### src/rtl/fetch_decode_ctrl.sv
// fetch_decode_ctrl: two-cycle (FETCH/EXEC) instruction fetch and main
// control stage. Holds the PC, a loader-writable instruction memory and the
// instruction register, splits the instruction fields and drives the
// datapath control lines; beq is resolved from the datapath Zero flag.
//
// Ports:
//   clock, reset              rising-edge clock, synchronous active-high reset
//   start                     pulse to leave IDLE
//   imem_we/addr/wdata        instruction memory loader write port
//   Zero                      ALU zero flag, sampled in EXEC (beq)
//   rs, rt, rd, immediate,
//   FuncCode                  fields of the instruction register
//   RegDst, ALUSrc, MemRead,
//   MemWrite, MemToReg,
//   RegWrite, ALUOp           datapath controls, non-zero only in EXEC
//   pc                        byte address of the instruction in IR
//   valid, halted, illegal    EXEC marker, HALT marker, sticky illegal flag
//
// Build option: define JUMP_EN to make opcode 000010 (j) legal.
module fetch_decode_ctrl #(
  parameter int unsigned IMEM_DEPTH = 64,
  parameter logic [31:0] PC_RESET   = 32'h0
) (
  input  logic                          clock,
  input  logic                          reset,
  input  logic                          start,
  input  logic                          imem_we,
  input  logic [$clog2(IMEM_DEPTH)-1:0] imem_addr,
  input  logic [31:0]                   imem_wdata,
  input  logic                          Zero,
  output logic [4:0]                    rs,
  output logic [4:0]                    rt,
  output logic [4:0]                    rd,
  output logic [15:0]                   immediate,
  output logic [5:0]                    FuncCode,
  output logic                          RegDst,
  output logic                          ALUSrc,
  output logic                          MemRead,
  output logic                          MemWrite,
  output logic                          MemToReg,
  output logic                          RegWrite,
  output logic [1:0]                    ALUOp,
  output logic [31:0]                   pc,
  output logic                          valid,
  output logic                          halted,
  output logic                          illegal
);

  localparam int unsigned AW = $clog2(IMEM_DEPTH);

  localparam logic [5:0] OP_R    = 6'b000000;
  localparam logic [5:0] OP_LW   = 6'b100011;
  localparam logic [5:0] OP_SW   = 6'b101011;
  localparam logic [5:0] OP_BEQ  = 6'b000100;
  localparam logic [5:0] OP_ADDI = 6'b001000;
  localparam logic [5:0] OP_HALT = 6'b111111;
`ifdef JUMP_EN
  localparam logic [5:0] OP_J    = 6'b000010;
`endif

  // control vector: {RegDst, ALUSrc, MemRead, MemWrite, MemToReg, RegWrite, ALUOp[1:0]}
  localparam int unsigned CW = 8;

  typedef enum logic [1:0] {
    S_IDLE  = 2'd0,
    S_FETCH = 2'd1,
    S_EXEC  = 2'd2,
    S_HALT  = 2'd3
  } state_t;

  state_t          r_state;
  logic [31:0]     r_pc;
  logic [31:0]     r_ir;
  logic [CW-1:0]   r_ctrl;
  logic            r_valid;
  logic            r_halted;
  logic            r_illegal;
  logic [31:0]     r_imem [IMEM_DEPTH];

  logic [31:0]     w_fetch_word;
  logic [CW-1:0]   w_fetch_ctrl;
  logic [5:0]      w_ir_op;
  logic            w_ir_legal;
  logic [31:0]     w_pc_plus4;
  logic [31:0]     w_br_target;
  logic [31:0]     w_next_pc;

  // Loader port; memory contents survive reset.
  always_ff @(posedge clock) begin
    if (imem_we) r_imem[imem_addr] <= imem_wdata;
  end

  // PC[1:0] and bits above the index are dropped, so addresses alias.
  assign w_fetch_word = r_imem[r_pc[AW+1:2]];
  assign w_ir_op      = r_ir[31:26];
  assign w_pc_plus4   = r_pc + 32'd4;
  assign w_br_target  = w_pc_plus4 + {{14{r_ir[15]}}, r_ir[15:0], 2'b00};

  // Controls are decoded from the word being fetched so they are registered
  // into place exactly when IR is, and are present throughout EXEC.
  always_comb begin
    w_fetch_ctrl = '0;
    case (w_fetch_word[31:26])
      OP_R:    w_fetch_ctrl = 8'b1000_0110;
      OP_LW:   w_fetch_ctrl = 8'b0110_1100;
      OP_SW:   w_fetch_ctrl = 8'b0101_0000;
      OP_BEQ:  w_fetch_ctrl = 8'b0000_0001;
      OP_ADDI: w_fetch_ctrl = 8'b0100_0100;
      default: w_fetch_ctrl = '0;
    endcase
  end

  // Opcodes that execute and advance the PC (halt is handled separately).
  always_comb begin
    w_ir_legal = 1'b0;
    case (w_ir_op)
      OP_R, OP_LW, OP_SW, OP_BEQ, OP_ADDI: w_ir_legal = 1'b1;
`ifdef JUMP_EN
      OP_J:                                w_ir_legal = 1'b1;
`endif
      default:                             w_ir_legal = 1'b0;
    endcase
  end

  // Next PC selection in EXEC.
  always_comb begin
    w_next_pc = w_pc_plus4;
    if (w_ir_op == OP_BEQ && Zero) w_next_pc = w_br_target;
`ifdef JUMP_EN
    if (w_ir_op == OP_J) w_next_pc = {w_pc_plus4[31:28], r_ir[25:0], 2'b00};
`endif
  end

  // Sequencer with registered controls and status.
  always_ff @(posedge clock) begin
    if (reset) begin
      r_state   <= S_IDLE;
      r_pc      <= PC_RESET;
      r_ir      <= '0;
      r_ctrl    <= '0;
      r_valid   <= 1'b0;
      r_halted  <= 1'b0;
      r_illegal <= 1'b0;
    end else begin
      r_ctrl  <= '0;
      r_valid <= 1'b0;
      case (r_state)
        S_IDLE: begin
          if (start) r_state <= S_FETCH;
        end
        S_FETCH: begin
          r_ir    <= w_fetch_word;
          r_ctrl  <= w_fetch_ctrl;
          r_valid <= 1'b1;
          r_state <= S_EXEC;
        end
        S_EXEC: begin
          if (w_ir_op == OP_HALT) begin
            r_halted <= 1'b1;
            r_state  <= S_HALT;
          end else if (!w_ir_legal) begin
            r_halted  <= 1'b1;
            r_illegal <= 1'b1;
            r_state   <= S_HALT;
          end else begin
            r_pc    <= w_next_pc;
            r_state <= S_FETCH;
          end
        end
        S_HALT: begin
          r_halted <= 1'b1;
        end
        default: r_state <= S_IDLE;
      endcase
    end
  end

  assign rs        = r_ir[25:21];
  assign rt        = r_ir[20:16];
  assign rd        = r_ir[15:11];
  assign immediate = r_ir[15:0];
  assign FuncCode  = r_ir[5:0];

  assign RegDst    = r_ctrl[7];
  assign ALUSrc    = r_ctrl[6];
  assign MemRead   = r_ctrl[5];
  assign MemWrite  = r_ctrl[4];
  assign MemToReg  = r_ctrl[3];
  assign RegWrite  = r_ctrl[2];
  assign ALUOp     = r_ctrl[1:0];

  assign pc        = r_pc;
  assign valid     = r_valid;
  assign halted    = r_halted;
  assign illegal   = r_illegal;

endmodule

### config.mk
export PLATFORM = sky130hd
export DESIGN_NAME = fetch_decode_ctrl
export DESIGN_NICKNAME = d
export VERILOG_FILES = /design/src/rtl/fetch_decode_ctrl.sv
export SDC_FILE = /design/constraint.sdc
export NUM_CORES = 2
export LEC_CHECK = 0
export CORE_MARGIN = 5
export CORE_UTILIZATION = 62
export DETAILED_ROUTE_END_ITERATION = 7
export PLACE_DENSITY = 0.79
export SETUP_SLACK_MARGIN = 0.02
export SYNTH_ARGS = -nofsm -noshare
export SYNTH_HDL_FRONTEND = slang
export SYNTH_SLANG_ARGS = --single-unit
### constraint.sdc
create_clock -name clock -period 4.5 [get_ports clock]
set_clock_uncertainty 0.1 [all_clocks]
set_input_delay 1.35 -clock clock [delete_from_list [all_inputs] [get_ports clock]]
set_output_delay 1.35 -clock clock [all_outputs]
set_load 0.1 [all_outputs]
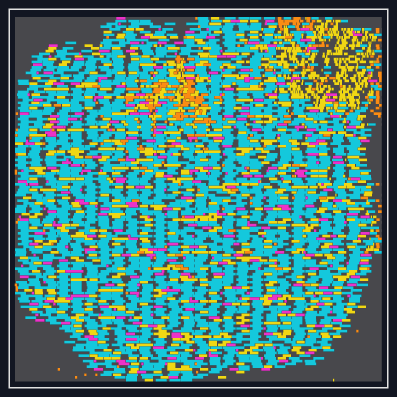
*Cell classes on the final placement*
Scale: 1 px per um. Fill, decap, tap and diode cells in gray.
| color | class | cells | share of their area |
|---|---|---|---|
| orange | remaining buffers and delay cells | 287 | 3.5% |
| yellow | combinational and other logic | 1344 | 21% |
| cyan | sequential cells | 2127 | 68% |
| magenta | clock drivers and dummy loads | 361 | 6.9% |
Design Area, Final: 0.09476 mm^2
row cnt: 134
flop share of the area: 0.6661

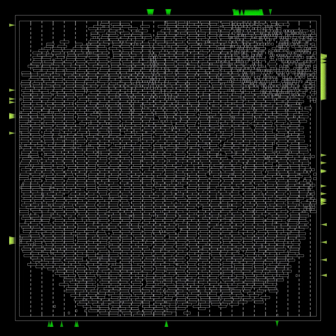
*Placed standard cells*
Seq cells: 2127
# Taps: 1768

==> impl_metrics.tcl <==
# implementation run metrics
set metrics [dict create \
    outcome "finished, final reports clean" \
    postRouteAntennaNets 0 \
    htree_levels 4 \
    yosys.area_share.simple 0.02014 \
    dp_cells 5526 \
    worst-path-buf-inv 0 \
    core_area_mm2 0.1336 \
    r2r_slack_ns 0.26 \
    post-place-ws_ns 0.2149 \
    adder_share 0.006683 \
    powerComb_uw 2140 \
    slowest_stage "dfxtp_2" \
    min_from "halted" \
    wl_um 224800 \
    async_flop_share 0 \
    max_freq_ghz 0.2361 \
    num_vias 42230 \
    p_seq_frac 0.538 \
    io_pins 123 \
    wl_per_cell_um 38.14 \
    ir_drop_uv 522.5 \
    worst_setup_path_start_kind "register" \
    largest_area_cell "edfxtp_1" \
    path_depth 15 \
    grt_pass1_wl_um 318500 \
    finalSetupTns_ns 0 \
    yosysMostFrequentCell "edfxtp_1" \
    worstSetupEndpointType "register" \
    synth.area.top_cells "edfxtp_1, mux4_2, dfxtp_1, ha_1, nor2_1" \
    clock-sinks 2127 \
    seq_area_mm2 0.06311 \
    fin_ws_ns 0.2641 \
    areaGrowthSynthToFinish_pct 13.48 \
    root_buffer "clkbuf_16" \
    via_per_inst 7.167 \
    layout_top_cell "edfxtp_1" \
    r2r_start "pc[5]" \
    yosysCellCount 3702 \
    slew-limit-headroom 0.1629 \
    rr_worst_depth 15 \
    min_to "halted" \
    log.warning_count 39 \
    die_x_um 377.0 \
]
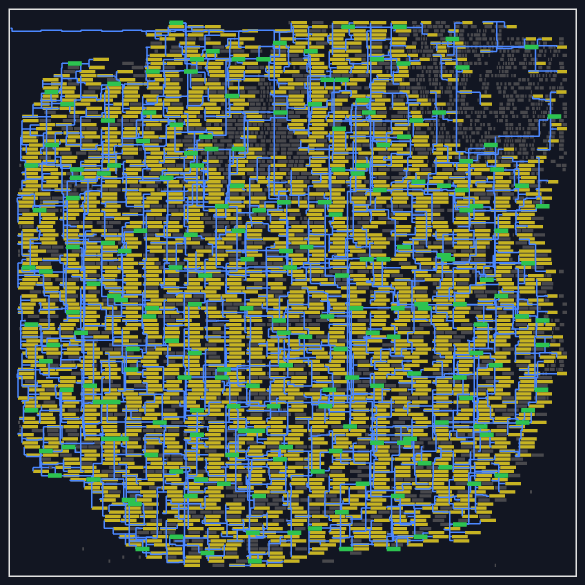
*Routed clock nets over the placement*
Scale: 1.5 px per um.
[blue] clock wires | length: 23.3 mm
[green] clock drivers | count: 200
[yellow] flip-flops | count: 2127
flops lie: all over the die
routed clock nets: 201
Clock Latency Late Sink: 0.84 ns
Clk pwr share: 0.410

[metal layers]
metal  global-route usage  wire, um  vias to the layer above
met1               0.4274     75500                    22130
li1                     -         -                    16170
met2               0.5249    112400                     3324
met4               0.1297     10550                       10
met5                    0        68                        -
met3              0.07713     26230                      608
[sequential cells by signal (all words and copies together) (netlist names), named ones only]
signal and flops:
r_imem 2048, r_ir 32, pc 30, r_ctrl 6
r_state 2, halted 1, illegal 1, valid 1
[final cells by class]
cell class	instances	area share
tap	1768	0.02335
clock buffer	229	0.05475
timing repair buffer	287	0.03423
antenna	6	0.0001585
clock inverter	132	0.01307
sequential	2127	0.6661
inverter	17	0.0006734
multi-input combinational	1327	0.2077
[timing repair]
| item | in CTS | in global routing |
|---|---|---|
| hold buffers | 0 | 0 |
| endpoints found under the setup margin | 0 | 3 |
| resized | 0 | 8 |
Power and IR drop assume default switching activity.
